<file path="src/rtl/sha1_pkg.sv">
// Shared SHA-1 definitions: loader state encoding, datapath widths, initial hash values
// and the word-address helper used by the host-side message loader.
package sha1_pkg;

  localparam int SHA1_DIGEST_W = 160;
  localparam int SHA1_WORD_W   = 32;

  localparam logic [SHA1_WORD_W-1:0] SHA1_H0 = 32'h67452301;
  localparam logic [SHA1_WORD_W-1:0] SHA1_H1 = 32'hEFCDAB89;
  localparam logic [SHA1_WORD_W-1:0] SHA1_H2 = 32'h98BADCFE;
  localparam logic [SHA1_WORD_W-1:0] SHA1_H3 = 32'h10325476;
  localparam logic [SHA1_WORD_W-1:0] SHA1_H4 = 32'hC3D2E1F0;

  typedef enum logic [2:0] {
    IDLE,
    FILL,
    FLUSH,
    KICK,
    WLO,
    WHI,
    OUT
  } ldr_state_t;

  // Byte address of the word holding message byte idx; wraps within 16 bits.
  function automatic logic [15:0] word_addr(input logic [15:0] base, input logic [15:0] idx);
    return base + {idx[15:2], 2'b00};
  endfunction

endpackage

</file>
<file path="src/rtl/sha1_byte_packer.sv">
// Packs accepted message bytes little-endian into 32-bit words and issues one registered
// dpsram write per completed word, or per partial final word with its upper bytes zeroed.
module sha1_byte_packer
  import sha1_pkg::*;
#(
  parameter logic [15:0] BASE_ADDR = 16'h0000
) (
  input  logic                   clk,
  input  logic                   nreset,
  input  logic                   byte_en,
  input  logic                   byte_discard,
  input  logic                   byte_last,
  input  logic [7:0]             byte_data,
  input  logic [15:0]            byte_idx,
  output logic                   mem_we,
  output logic [15:0]            mem_addr,
  output logic [SHA1_WORD_W-1:0] mem_data
);

  logic [SHA1_WORD_W-1:0] pack_q, pack_d;
  logic [SHA1_WORD_W-1:0] word_ins;
  logic                   we_q, we_d;
  logic [15:0]            addr_q, addr_d;
  logic [SHA1_WORD_W-1:0] data_q, data_d;

  always_comb begin
    word_ins = pack_q;
    for (int l = 0; l < 4; l++) begin
      if (byte_idx[1:0] == l[1:0]) word_ins[8*l +: 8] = byte_data;
    end

    pack_d = pack_q;
    we_d   = 1'b0;
    addr_d = addr_q;
    data_d = data_q;
    if (byte_en) begin
      if (byte_discard) begin
        // Overflowing bytes never reach memory; drop any half-built word with them.
        pack_d = '0;
      end else if (byte_idx[1:0] == 2'd3 || byte_last) begin
        we_d   = 1'b1;
        addr_d = word_addr(BASE_ADDR, byte_idx);
        data_d = word_ins;
        pack_d = '0;
      end else begin
        pack_d = word_ins;
      end
    end
  end

  always_ff @(posedge clk or negedge nreset) begin
    if (!nreset) begin
      pack_q <= '0;
      we_q   <= 1'b0;
      addr_q <= '0;
      data_q <= '0;
    end else begin
      pack_q <= pack_d;
      we_q   <= we_d;
      addr_q <= addr_d;
      data_q <= data_d;
    end
  end

  assign mem_we   = we_q;
  assign mem_addr = addr_q;
  assign mem_data = data_q;

endmodule

</file>
<file path="src/rtl/sha1_msg_loader.sv">
// Host-side SHA-1 loader: streams a message into dpsram, kicks the hash engine, waits for
// a fresh done and returns the captured digest on a valid/ready output.
module sha1_msg_loader
  import sha1_pkg::*;
#(
  parameter logic [15:0] BASE_ADDR = 16'h0000,
  parameter int unsigned MAX_BYTES = 16384
) (
  input  logic                     clk,
  input  logic                     nreset,
  input  logic                     s_valid,
  input  logic [7:0]               s_data,
  input  logic                     s_last,
  output logic                     s_ready,
  output logic                     mem_clk,
  output logic [15:0]              mem_addr,
  output logic                     mem_we,
  output logic [SHA1_WORD_W-1:0]   mem_data_in,
  output logic                     hash_start,
  output logic [31:0]              hash_msg_addr,
  output logic [31:0]              hash_msg_size,
  input  logic                     hash_done,
  input  logic [SHA1_DIGEST_W-1:0] hash_in,
  output logic                     digest_valid,
  output logic [SHA1_DIGEST_W-1:0] digest,
  input  logic                     digest_ready,
  output logic                     busy,
  output logic                     err
);

  if (MAX_BYTES == 0 || MAX_BYTES > 65535) begin : g_bad_max_bytes
    $error("sha1_msg_loader: MAX_BYTES must be in 1..65535");
  end
  if (BASE_ADDR[1:0] != 2'b00) begin : g_bad_base_addr
    $error("sha1_msg_loader: BASE_ADDR must be 4-byte aligned");
  end

  ldr_state_t               state_q, state_d;
  logic [31:0]              count_q, count_d;
  logic                     err_q, err_d;
  logic                     s_ready_q, s_ready_d;
  logic                     busy_q, busy_d;
  logic                     start_q, start_d;
  logic [31:0]              size_q, size_d;
  logic                     dv_q, dv_d;
  logic [SHA1_DIGEST_W-1:0] digest_q, digest_d;

  logic        byte_acc;
  logic        byte_discard;
  logic [15:0] byte_idx;

  assign byte_acc     = s_valid && s_ready_q;
  assign byte_idx     = (state_q == IDLE) ? 16'd0 : count_q[15:0];
  // Once the limit is hit the rest of the message is swallowed up to s_last.
  assign byte_discard = (state_q == FILL) && (err_q || count_q == MAX_BYTES);

  always_comb begin
    state_d  = state_q;
    count_d  = count_q;
    err_d    = err_q;
    size_d   = size_q;
    dv_d     = dv_q;
    digest_d = digest_q;

    case (state_q)
      IDLE: begin
        if (byte_acc) begin
          count_d = 32'd1;
          err_d   = 1'b0;
          state_d = s_last ? FLUSH : FILL;
        end
      end
      FILL: begin
        if (byte_acc) begin
          if (byte_discard) begin
            err_d = 1'b1;
            if (s_last) state_d = IDLE;
          end else begin
            count_d = count_q + 32'd1;
            if (s_last) state_d = FLUSH;
          end
        end
      end
      FLUSH: begin
        size_d  = count_q;
        state_d = KICK;
      end
      KICK: state_d = WLO;
      // done is still high from the previous hash; only a fresh rise is trusted.
      WLO: begin
        if (!hash_done) state_d = WHI;
      end
      WHI: begin
        if (hash_done) begin
          digest_d = hash_in;
          dv_d     = 1'b1;
          state_d  = OUT;
        end
      end
      OUT: begin
        if (digest_ready) begin
          dv_d    = 1'b0;
          state_d = IDLE;
        end
      end
      default: state_d = IDLE;
    endcase

    s_ready_d = (state_d == IDLE) || (state_d == FILL);
    busy_d    = (state_d != IDLE);
    start_d   = (state_d == KICK) && (state_q != KICK);
  end

  always_ff @(posedge clk or negedge nreset) begin
    if (!nreset) begin
      state_q   <= IDLE;
      count_q   <= '0;
      err_q     <= 1'b0;
      s_ready_q <= 1'b1;
      busy_q    <= 1'b0;
      start_q   <= 1'b0;
      size_q    <= '0;
      dv_q      <= 1'b0;
      digest_q  <= '0;
    end else begin
      state_q   <= state_d;
      count_q   <= count_d;
      err_q     <= err_d;
      s_ready_q <= s_ready_d;
      busy_q    <= busy_d;
      start_q   <= start_d;
      size_q    <= size_d;
      dv_q      <= dv_d;
      digest_q  <= digest_d;
    end
  end

  sha1_byte_packer #(
    .BASE_ADDR (BASE_ADDR)
  ) u_packer (
    .clk          (clk),
    .nreset       (nreset),
    .byte_en      (byte_acc),
    .byte_discard (byte_discard),
    .byte_last    (s_last),
    .byte_data    (s_data),
    .byte_idx     (byte_idx),
    .mem_we       (mem_we),
    .mem_addr     (mem_addr),
    .mem_data     (mem_data_in)
  );

  assign mem_clk       = clk;
  assign s_ready       = s_ready_q;
  assign busy          = busy_q;
  assign err           = err_q;
  assign hash_start    = start_q;
  assign hash_msg_addr = {16'h0000, BASE_ADDR};
  assign hash_msg_size = size_q;
  assign digest_valid  = dv_q;
  assign digest        = digest_q;

endmodule

</file>
<file path="config.mk">
export PLATFORM = sky130hd
export DESIGN_NAME = sha1_msg_loader
export DESIGN_NICKNAME = d
export VERILOG_FILES = /design/src/rtl/sha1_pkg.sv /design/src/rtl/sha1_byte_packer.sv /design/src/rtl/sha1_msg_loader.sv
export SDC_FILE = /design/constraint.sdc
export NUM_CORES = 1
export LEC_CHECK = 0
export CAP_MARGIN = 20
export CORE_MARGIN = 2
export CORE_UTILIZATION = 41
export CTS_CLUSTER_SIZE = 20
export DETAILED_ROUTE_END_ITERATION = 8
export PLACE_DENSITY = 0.77
export REMOVE_ABC_BUFFERS = 1
export SYNTH_ARGS = -nofsm -noshare
export SYNTH_HDL_FRONTEND = slang
export SYNTH_SLANG_ARGS = --single-unit
</file>
<file path="constraint.sdc">
create_clock -name clk -period 2 [get_ports clk]
set_input_delay 0.3 -clock clk [delete_from_list [all_inputs] [get_ports clk]]
set_output_delay 0.3 -clock clk [all_outputs]
set_load 0.02 [all_outputs]
</file>
Figure 1. Pin map (run 1).
Pins as bars across the die edge, other pins in grey.
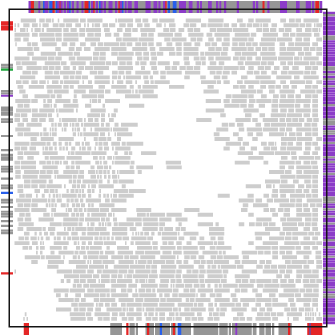
red -> hash_msg_addr  # pins 32, direction output, edge 15 bottom, 12 top, 5 left
blue -> mem_addr  # pins 16, direction output, edge 11 top, 4 bottom, 1 left
purple -> digest  # pins 160, direction output, edge 99 right, 59 top, 1 bottom, 1 left
green -> nreset  # pins 1, direction input, edge left
all pins by edge = 183 top, 132 right, 99 bottom, 39 left

Figure 2. Routed metal, one colour a layer (run 1).
The bar under the picture is 50 um long.
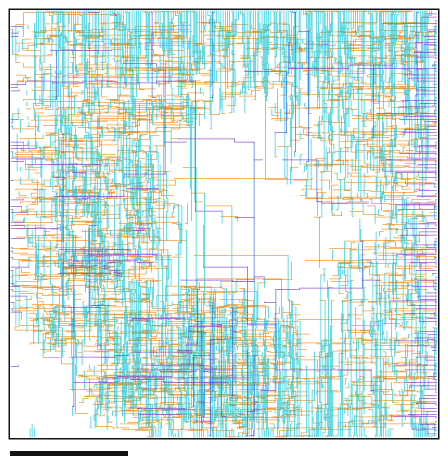
purple -> met3  # wire length 2420 um
orange -> met1  # wire length 15700 um
cyan -> met2  # wire length 21.5 mm
blue -> met4  # wire length 1130 um

Figure 3. Clock wiring as the flow saved it (run 1).
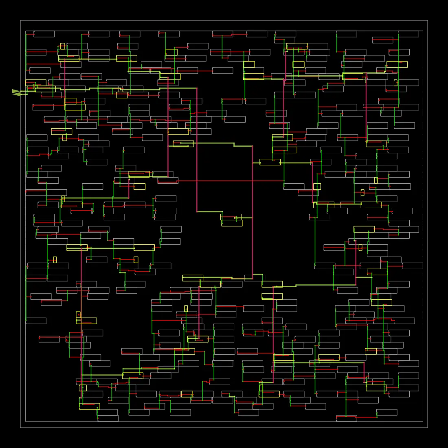
Clk power: 6.67 mW
number of clock buffer instances in the layout: 57
worst-skew pair later-pin latency: 610 ps
worst clock skew: 11.1 ps
sequential cell count: 311

Figure 4. Routed clock nets over the placement (run 1).
The bar under the picture is 50 um long.
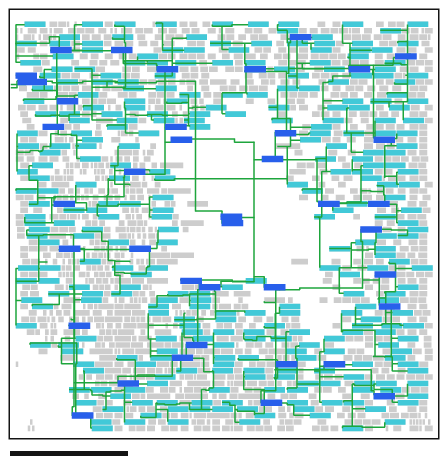
blue -> cells driving clock nets  # count 40
cyan -> flip-flops  # count 311
green -> clock wires  # length 4020 um
routed clock nets = 41
flops lie = spread over the die

==> results.env, run 1 <==
MOSTFREQUENTLAYOUTCELL='sky130_fd_sc_hd__clkdlybuf4s50_1'
VIAS_IN_THE_FIRST_GLOBAL_ROUTE=10300
WORST_SETUP_PATH_STARTPOINT='count_q[1]$_DFFE_PN0P_'
AREA_DELTA_SYNTH_FINAL_PCT=57.6
AREA.SEQUENTIAL_UM2=7780
GR-TOTAL-OVERFLOW=0
TOTALWIRELENGTH_UM=40700
STATUS='finished with violations'
LARGEST_CELL_CLASS='registers'
LOGIC_AREA_UM2=5220
POST_DRT_VIA_CELL_RATIO=5.14
SWITCHING_SHARE_PCT=35.3
VDD_DROP_MAX_mV=1.18
ANTENNA_VIOLATING_NETS_POST_ROUTE=0
COMB-CELL-SHARE_PCT=25.6
TIMING.FINAL.SETUP_VIOLATIONS=114
SHARE_COMB_OF_TOTAL_POWER_PCT=45.4
FINAL_CELLS=1919
FAILED_CHECKS='negative setup slack'
TAPCELL.INSERTED=396
WORST_SLACK_PS=-275
==> inputs of run 2 (changes only) <==
CORE_MARGIN = 3   (was 2)
Figure 5. Pin map (run 2).
Pins as bars across the die edge, other pins in grey.
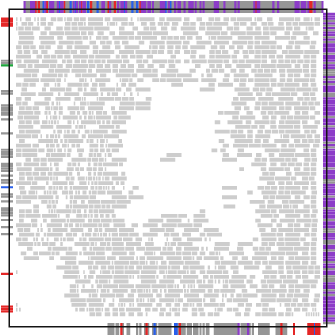
green -> nreset  # pins 1, direction input, edge left
purple -> digest  # pins 160, direction output, edge 95 right, 63 top, 2 bottom
red -> hash_msg_addr  # pins 32, direction output, edge 12 bottom, 12 top, 8 left
blue -> mem_addr  # pins 16, direction output, edge 11 top, 4 bottom, 1 left

==> run 2 against run 1 <==
Net effect:
- the flow still finishes with violations (negative setup slack)
- hold slack got worse by 3.4 ps
- via count is 0.94% lower
- die size up 2.2%
- design area down 1.6%
- final cell count down 0.57%
- utilization shrank 1.0 points
- maximum frequency increased by 11%
- total power is 1.8% lower
- worst setup slack gained 220 ps
- largest cell class unchanged
- highest routed layer unchanged
==> results.env, run 2 <==
HOLD_VIOL=0
SHARE_COMB_OF_TOTAL_POWER_PCT=44.0
WORST_SETUP_PATH_STARTPOINT='count_q[1]$_DFFE_PN0P_'
POSTCTSSETUPREPAIRBUFS=5
STATUS='finished with violations'
VDD_DROP_MAX_mV=1.04
SWITCHING_SHARE_PCT=34.7
TAPCELL.INSERTED=396
GR-TOTAL-OVERFLOW=0
TOTAL_POWER_mW=29.7
FINAL-CLK-CELL-SHARE_PCT=6.28
FINALCLOCKSKEW_PS=19.6
HOLDWS_PS=202
GP_CONGESTION=0.851
TIMING.FINAL.SETUP_VIOLATIONS=46
FAILED_CHECKS='negative setup slack'
WORST_SLACK_PS=-58.5
POWER.CLOCK.TOTAL_mW=6.85
YS_TOP_LOGIC_FAMILY='multiplexers'
POST_DRT_VIA_CELL_RATIO=5.12
LOGIC_AREA_UM2=5110
AREA.SEQUENTIAL_UM2=7780
CLOCK_LATENCY_PS=610
CRIT_PATH_TOP_DELAY_CELL='sky130_fd_sc_hd__dfrtp_1'
SWITCHING_POWER_mW=10.3
TOTALWIRELENGTH_UM=40100
ANTENNA_VIOLATING_NETS_POST_ROUTE=0
CLOCK_BUFFER_COUNT=58
POST_LAYOUT_NET_COUNT=1662
N_SEQUENTIAL_CELL=311
RR_STARTPOINT='count_q[1]$_DFFE_PN0P_'
POSTCTSRESIZEDCELLS=35
MOSTFREQUENTLAYOUTCELL='sky130_fd_sc_hd__clkdlybuf4s50_1'
DETAILED_ROUTER_S_FIRST_ITERATION_VIOLATION_COUNT=537
CRIT_FANOUT=9
PLACEDINSTANCEAREA_UM2=18000
COMB-CELL-SHARE_PCT=25.5
CRITPATHTOPFAMILY='buffers and inverters'
FINAL_CELLS=1908
AREA_DELTA_SYNTH_FINAL_PCT=55.1
LARGEST_CELL_CLASS='registers'
Figure 6. Routed clock nets over the placement (run 2).
The bar under the picture is 50 um long.
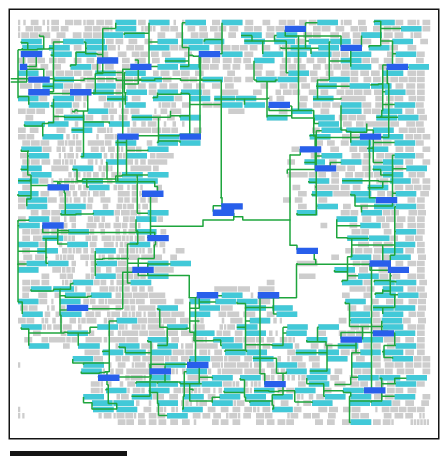
blue -> cells driving clock nets  # count 38
green -> clock wires  # length 3830 um
cyan -> flip-flops  # count 311
flops lie = spread over the die

==> inputs of run 3 (changes only) <==
CORE_UTILIZATION = 42   (was 41)
CTS_BUF_LIST = sky130_fd_sc_hd__clkbuf_4   (was not set)
HOLD_SLACK_MARGIN = 0.05   (was not set)
PLACE_DENSITY = not set   (was 0.77)
PLACE_DENSITY_LB_ADDON = 0.05   (was not set)
Figure 7. Clock wiring as the flow saved it (run 3).
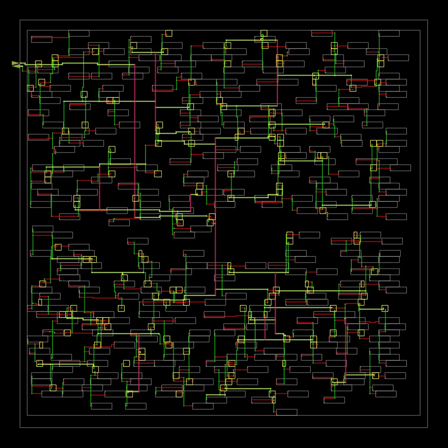
number of clock buffer instances in the layout: 128
worst-skew pair later-pin latency: 790 ps
Clk power: 5.55 mW
worst clock skew: 51.4 ps

==> run 3 against run 2 <==
Net effect:
- the flow still finishes with violations (negative setup slack)
- non-clock buffer count rose by 24
- synthesized area did not move
- sequential power fell by 2%
- routed wire length rose by 1.8%
- largest power group unchanged
==> results.env, run 3 <==
HOLD_VIOL=0
SHARE_COMB_OF_TOTAL_POWER_PCT=44.7
SWITCHING_SHARE_PCT=38.2
POST_LAYOUT_NET_COUNT=1735
FINAL-CLK-CELL-SHARE_PCT=5.22
CRIT_PATH_TOP_DELAY_CELL='sky130_fd_sc_hd__dfrtp_1'
CRITPATHTOPFAMILY='buffers and inverters'
RR_STARTPOINT='count_q[8]$_DFFE_PN0P_'
POSTCTSSETUPREPAIRBUFS=8
PLACEDINSTANCEAREA_UM2=18100
STATUS='finished with violations'
TIMING.FINAL.SETUP_VIOLATIONS=107
AREA_DELTA_SYNTH_FINAL_PCT=55.8
VIAS_IN_THE_FIRST_GLOBAL_ROUTE=10300
POST_DRT_VIA_CELL_RATIO=4.93
FAILED_CHECKS='negative setup slack'
WORST_SLACK_PS=-213
TOTAL_POWER_mW=27.3
LOGIC_AREA_UM2=5430
COMB-CELL-SHARE_PCT=27.0
Figure 8. Sequential cells grouped by signal name (run 3).
Other sequential cells in the stronger grey, the rest of the logic in the fainter grey.
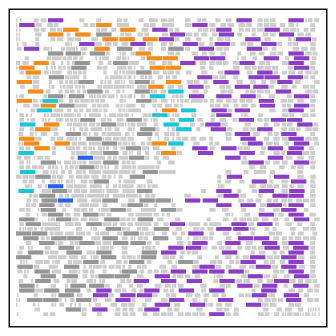
purple -> digest  # flops 160
blue -> state_q  # flops 3
orange -> hash_msg_size  # flops 32
cyan -> u_packer.mem_addr  # flops 14
not coloured = 102

Power figures rest on the tool's default switching activity, not on a simulated workload.
